--- src/rtl/timer_arbiter_pkg.sv ---
// Shared definitions for the two-requester interval timer arbiter.
package timer_arbiter_pkg;

    localparam int DEFAULT_WIDTH = 4;
    localparam int NUM_REQ       = 2;

    typedef enum logic {
        IDLE = 1'b0,
        RUN  = 1'b1
    } state_t;

endpackage

--- src/rtl/timer_arbiter_interval_counter.sv ---
// Interval up-counter: cleared, enabled and compared against a limit by the owning FSM.
module interval_counter
    import timer_arbiter_pkg::*;
#(
    parameter int WIDTH = DEFAULT_WIDTH
) (
    input  logic             clk,
    input  logic             reset,
    input  logic             clear,
    input  logic             enable,
    input  logic [WIDTH-1:0] limit,
    output logic [WIDTH-1:0] count,
    output logic             match
);

    always_ff @(posedge clk or posedge reset) begin
        if (reset) begin
            count <= '0;
        end else if (clear) begin
            count <= '0;
        end else if (enable) begin
            count <= count + WIDTH'(1);
        end
    end

    assign match = (count == limit);

endmodule

--- src/rtl/timer_arbiter.sv ---
// Round-robin arbiter granting one of two requesters a timed interval of len+1 cycles.
//   state | meaning
//   IDLE  | no grant; any request is arbitrated on the next edge
//   RUN   | one requester granted; count advances toward len_q unless held
module timer_arbiter
    import timer_arbiter_pkg::*;
#(
    parameter int WIDTH = DEFAULT_WIDTH
) (
    input  logic               clk,
    input  logic               reset,
    input  logic [NUM_REQ-1:0] req,
    input  logic [WIDTH-1:0]   len0,
    input  logic [WIDTH-1:0]   len1,
    input  logic               hold,
    output logic [NUM_REQ-1:0] gnt,
    output logic [NUM_REQ-1:0] done,
    output logic               busy,
    output logic [WIDTH-1:0]   count
);

    state_t           state;
    logic [WIDTH-1:0] len_q;
    logic             ptr;
    logic             win;
    logic [WIDTH-1:0] win_len;
    logic             match;
    logic             finish;
    logic             clear;
    logic             enable;

    // ptr names the requester that wins a tie
    always_comb begin
        win = 1'b0;
        case (req)
            2'b01:   win = 1'b0;
            2'b10:   win = 1'b1;
            2'b11:   win = ptr;
            default: win = 1'b0;
        endcase
    end

    assign win_len = win ? len1 : len0;
    assign finish  = (state == RUN) && match && !hold;
    assign done    = finish ? gnt : '0;
    assign busy    = (state == RUN);
    assign clear   = (state == IDLE) || finish;
    assign enable  = (state == RUN) && !hold && !match;

    interval_counter #(.WIDTH(WIDTH)) u_counter (
        .clk    (clk),
        .reset  (reset),
        .clear  (clear),
        .enable (enable),
        .limit  (len_q),
        .count  (count),
        .match  (match)
    );

    always_ff @(posedge clk or posedge reset) begin
        if (reset) begin
            state <= IDLE;
            gnt   <= '0;
            len_q <= '0;
            ptr   <= 1'b0;
        end else begin
            case (state)
                IDLE: begin
                    if (req != '0) begin
                        state <= RUN;
                        gnt   <= win ? 2'b10 : 2'b01;
                        len_q <= win_len;
                    end
                end
                RUN: begin
                    if (finish) begin
                        state <= IDLE;
                        gnt   <= '0;
                        ptr   <= gnt[0];
                    end
                end
                default: begin
                    state <= IDLE;
                    gnt   <= '0;
                end
            endcase
        end
    end

endmodule

--- config.mk ---
export PLATFORM = sky130hd
export DESIGN_NAME = timer_arbiter
export DESIGN_NICKNAME = d
export VERILOG_FILES = /design/src/rtl/timer_arbiter_pkg.sv /design/src/rtl/timer_arbiter_interval_counter.sv /design/src/rtl/timer_arbiter.sv
export SDC_FILE = /design/constraint.sdc
export NUM_CORES = 1
export LEC_CHECK = 0
export CAP_MARGIN = 20
export CORE_MARGIN = 5
export CORE_UTILIZATION = 46
export DETAILED_ROUTE_END_ITERATION = 10
export PLACE_DENSITY = 0.81
export SYNTH_ARGS = -nofsm -noshare
export SYNTH_HDL_FRONTEND = slang
export SYNTH_SLANG_ARGS = --single-unit
--- constraint.sdc ---
create_clock -name clk -period 4 [get_ports clk]
set_clock_uncertainty 0.15 [all_clocks]
set_input_delay 0.8 -clock clk [delete_from_list [all_inputs] [get_ports clk]]
set_output_delay 0.8 -clock clk [all_outputs]
set_load 0.005 [all_outputs]
==> impl_metrics.json, run 1 <==
{
  "nonClockInverterCount": 5,
  "ff_type": "dfrtp_1",
  "top_cell": "dfrtp_1",
  "worst_slack_ns": 0.365,
  "worstHoldPathType": "reg -> reg",
  "nMultiInputCombCells": 46,
  "logic_area_sq_um": 323,
  "maxCapViolations": 0,
  "vdd_drop_max_v": 0.000338,
  "cts-hold-fix-buffers": 0,
  "yosys_area_sq_um": 647,
  "wl_met3_um": 97,
  "dp_hpwl_um": 1130,
  "critical_path.most_common_cell": "clkdlybuf4s50_1",
  "route.detailed.drc": 0,
  "ys_cells": 64,
  "grt_pass1_vias": 565,
  "tool_warnings": 26,
  "firstDrtPassIters": 4,
  "seq_share_pct": 33.1,
  "worst_skew_pair.late_latency_ns": 0.27,
  "largest_area_cell": "dfrtp_1",
  "leakagePower_uw": 0.000406,
  "rsz0062_at_grt": "no",
  "worst_pin_slew_ns": 1.02,
  "use_met3_pct": 4.51,
  "syn_area_sq_um": 647,
  "fmax_mhz": 275,
  "status": "finished clean",
  "power.total_uw": 580,
  "chip_area_sq_um": 2260,
  "cts_buffer_depth": 2,
  "p_per_area_nw_per_um2": 639,
  "finalMaxSlewViolations": 0,
  "yosys_warnings": 0,
  "cts_made_buffers": 3,
  "std_cell_rows": 13,
  "clock_power_uw": 97.9
}
## run 1: worst max-delay path: cells and delay by family
kind                   cells  cell delay (ns)
and+or+nand+nor            4             0.89
buffers and inverters      2             0.99
## run 1: sequential cells by signal (all words and copies together), names as in the netlist
signal / cells
len_q: 4
gnt: 2
busy: 1
u_counter.count: 4
ptr: 1
## run 1: kinds of logic (layout without fill, tap and decap cells)
kind of cell / count (synthesis) / in the layout / synth area share [%]
buf+inv: 6 / 30 / 3.67
mux: 5 / 5 / 8.51
xor+xnor: 5 / 5 / 7.93
simple gates: 19 / 19 / 15.3
compound gates: 16 / 16 / 16.2
flops: 12 / 12 / 46.4
fa+ha+maj: 1 / 1 / 1.93
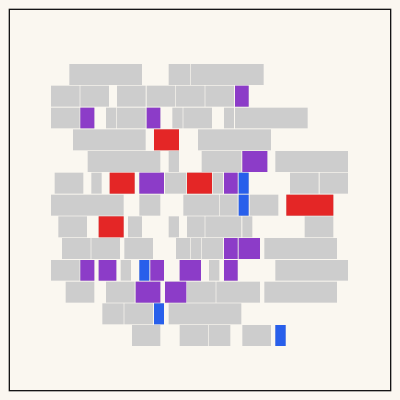
run_1/gate_families.png
(8 px per um)
colour	family	cells
purple	inverting AOI/OAI gates	15
blue	inverters	5
red	XOR/XNOR gates	5

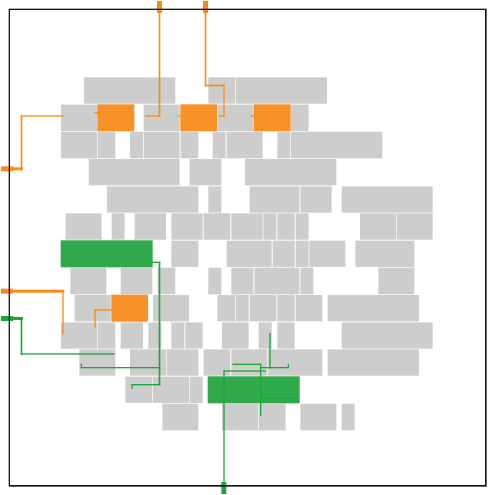
run_1/port_nets.png
(10 px per um)
colour	port	bits	direction	edge	end cells	wire
orange	`len1`	4	input	2 top, 2 left	4	48.9 um
green	`gnt`	2	output	1 bottom, 1 left	2	71.1 um
Ports: 22
IO Port Bufs: 21

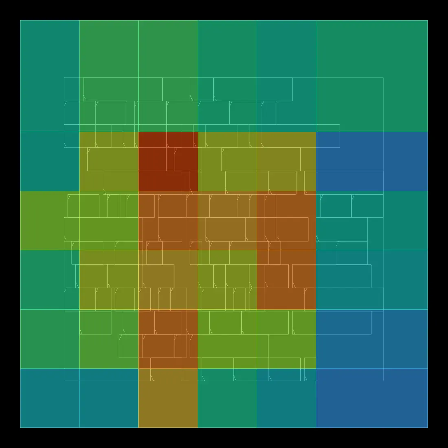
run_1/final_congestion.png
GRT Overall Usage: 16.8%
layer with the highest usage: met2

==> run 2, diff against run 1 <==
--- a/config.mk
+++ b/config.mk
@@ -5,7 +5,6 @@
 export SDC_FILE = /design/constraint.sdc
 export NUM_CORES = 1
 export LEC_CHECK = 0
-export CAP_MARGIN = 20
 export CORE_MARGIN = 5
 export CORE_UTILIZATION = 46
 export DETAILED_ROUTE_END_ITERATION = 10
==> run 2 against run 1 <==
Die size unchanged; count of clock-buffer cells in the layout unchanged; largest power group unchanged; non-clock buffer count unchanged; combinational power about the same; synthesized cell count unchanged; hold slack unchanged; critical path depth unchanged; total power unchanged; via count unchanged; flip-flop count unchanged; area after synthesis unchanged.
==> impl_metrics.json, run 2 <==
{
  "leakagePower_uw": 0.000406,
  "vdd_drop_max_v": 0.000338,
  "syn_area_sq_um": 647,
  "cts_buffer_depth": 2,
  "tool_warnings": 26,
  "status": "finished clean",
  "worst_slack_ns": 0.365,
  "maxCapViolations": 0,
  "dp_hpwl_um": 1130,
  "wl_met3_um": 97,
  "firstDrtPassIters": 4,
  "nonClockInverterCount": 5,
  "top_cell": "dfrtp_1",
  "nMultiInputCombCells": 46,
  "io_buffer_count": 21,
  "worst_skew_pair.late_latency_ns": 0.27,
  "cts-hold-fix-buffers": 0,
  "critical_path.most_common_cell": "clkdlybuf4s50_1",
  "top_regs": "len_q: 4 flops, u_counter.count: 4 flops, gnt: 2 flops",
  "rsz0062_at_grt": "no",
  "power.total_uw": 580,
  "ff_type": "dfrtp_1",
  "route.detailed.drc": 0,
  "finalMaxSlewViolations": 0,
  "chip_area_sq_um": 2260,
  "logic_area_sq_um": 323
}
## run 2: cell families after synthesis
group,count (synthesis),share of synthesized area [%]
DFF,12,46.4
and+or+nand+nor,19,15.3
xor gates and xnor gates,5,7.93
AOI/OAI and AO/OA,16,16.2
muxes,5,8.51
adders and majority gates,1,1.93
buffers and inverters,6,3.67
## run 2: power breakdown
part	internal, uW	switching (uW)
logic	134	113
clock network	55.3	42.6
registers	172	63.7
total	361	219
## run 2: how the worst max path moves through the flow
stage	start	endpoint	slack (ns)	cells past startpoint
after detailed placement	hold	done[0]	0.38	6
after CTS	hold	done[0]	0.37	6
final	hold	done[1]	0.37	6
after global placement	hold	done[0]	0.46	6
after global routing	hold	done[1]	0.24	6
after floorplan	hold	done[0]	1.52	4
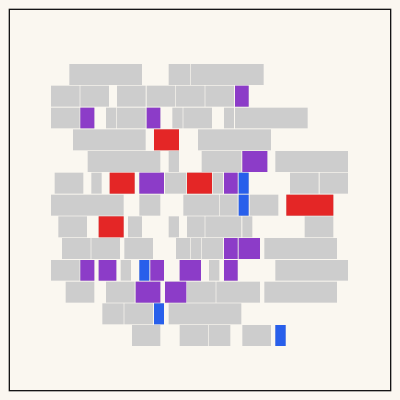
run_2/gate_families.png
(8 px per um)
colour	family	cells
purple	inverting AOI/OAI gates	15
blue	inverters	5
red	XOR/XNOR gates	5

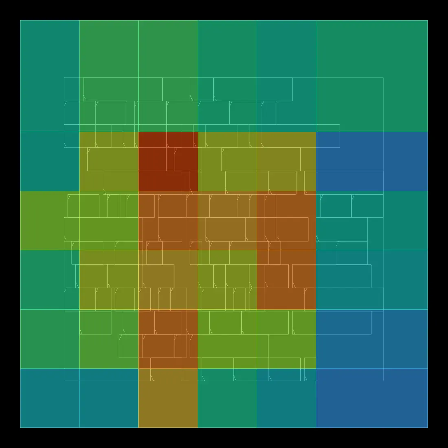
run_2/final_congestion.png
GR Layer Usage met2: 25.7%
met3 track demand over resource: 4.51%

==> run 3, diff against run 2 <==
--- a/config.mk
+++ b/config.mk
@@ -6,9 +6,9 @@
 export NUM_CORES = 1
 export LEC_CHECK = 0
 export CORE_MARGIN = 5
-export CORE_UTILIZATION = 46
+export CORE_UTILIZATION = 43
 export DETAILED_ROUTE_END_ITERATION = 10
-export PLACE_DENSITY = 0.81
+export PLACE_DENSITY = 0.76
 export SYNTH_ARGS = -nofsm -noshare
 export SYNTH_HDL_FRONTEND = slang
 export SYNTH_SLANG_ARGS = --single-unit
==> constraint.sdc (replaced) <==
create_clock -name clk -period 3.7 [get_ports clk]
set_clock_uncertainty 0.15 [all_clocks]
set_input_delay 0.74 -clock clk [delete_from_list [all_inputs] [get_ports clk]]
set_output_delay 0.74 -clock clk [all_outputs]
set_load 0.005 [all_outputs]
==> run 3 against run 2 <==
Non-clock buffer count rose by 1; critical path depth did not move; wire length fell by 4.9%; critical path type unchanged; clock power rose by 6%; setup slack improved by 0.068 ns; first-iteration DRC count fell by 77%; final cell count rose by 1.9%; synthesized cell count did not move.
==> impl_metrics.json, run 3 <==
{
  "status": "finished clean",
  "p_per_area_nw_per_um2": 680,
  "p_int_uw": 394,
  "finalMaxSlewViolations": 0,
  "p_comb_share_pct": 42.5,
  "yosys_warnings": 0,
  "grt_pass1_vias": 539,
  "endpoint": "done[1]",
  "fmax_mhz": 306,
  "dp_hpwl_um": 1140,
  "ys_cells": 64,
  "grt_use_met2_pct": 20.2,
  "yosys_area_sq_um": 647,
  "io_buffer_count": 21,
  "use_met3_pct": 4.59,
  "power_leader": "combinational logic",
  "p_clk_share_pct": 16.6,
  "largest_area_cell": "dfrtp_1",
  "firstDrtPassIters": 4,
  "top_cell": "dfrtp_1",
  "ys_top_logic_family": "AND-OR/OR-AND gates",
  "ios": 22,
  "maxCapViolations": 0,
  "std_cell_rows": 14
}
==> run 3: cell families after synthesis <==
family,count (synthesis)
multiplexers,5
buffers and inverters,6
flip-flops,12
XOR/XNOR,5
AND/OR/NAND/NOR,19
adder cells (fa/ha/maj),1
AND-OR/OR-AND,16
==> run 3: final cells by class <==
| class | count | area, sq um |
|---|---|---|
| fillers | 123 | 556 |
| repair buffers | 22 | 218 |
| clock buffers | 4 | 36.3 |
| well taps | 16 | 20.0 |
| multi-input cells | 46 | 323 |
| inverters | 5 | 18.8 |
| flip-flops and latches | 12 | 300 |
==> run 3: worst max-delay path, stage by stage <==
cell and delay, ns:
clkdlybuf4s50_1 0.47, and2b_1 0.25, nand4_2 0.13, nor2_2 0.14
and2_2 0.14, clkdlybuf4s50_1 0.49
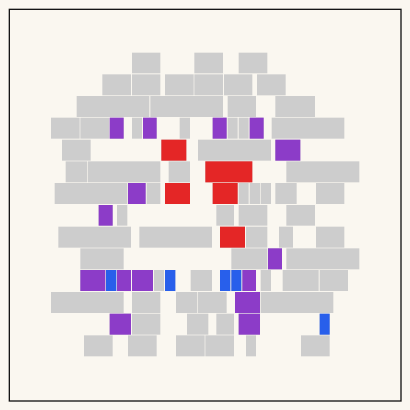
run_3/gate_families.png
(8 px per um)
colour	family	cells
blue	inverters	5
purple	inverting AOI/OAI gates	15
red	XOR/XNOR gates	5
Commonest Layout Cell: clkdlybuf4s50_1
logic share of the area: 35.2%
Post-Layout Cell Count: 105

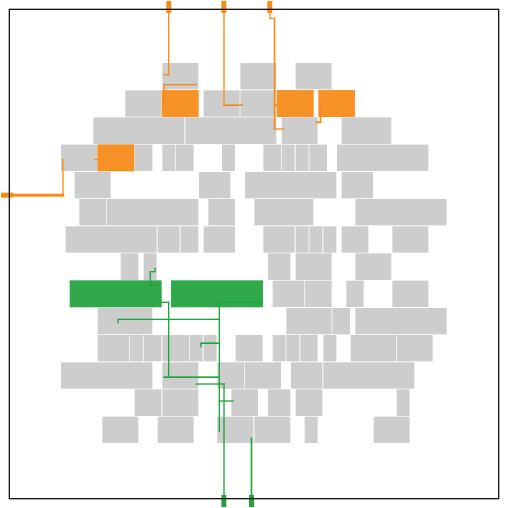
run_3/port_nets.png
(10 px per um)
colour	port	bits	direction	edge	end cells	wire
orange	`len1`	4	input	3 top, 1 left	4	47.8 um
green	`gnt`	2	output	bottom	2	67.5 um

Power is estimated from default activity; no workload was simulated.
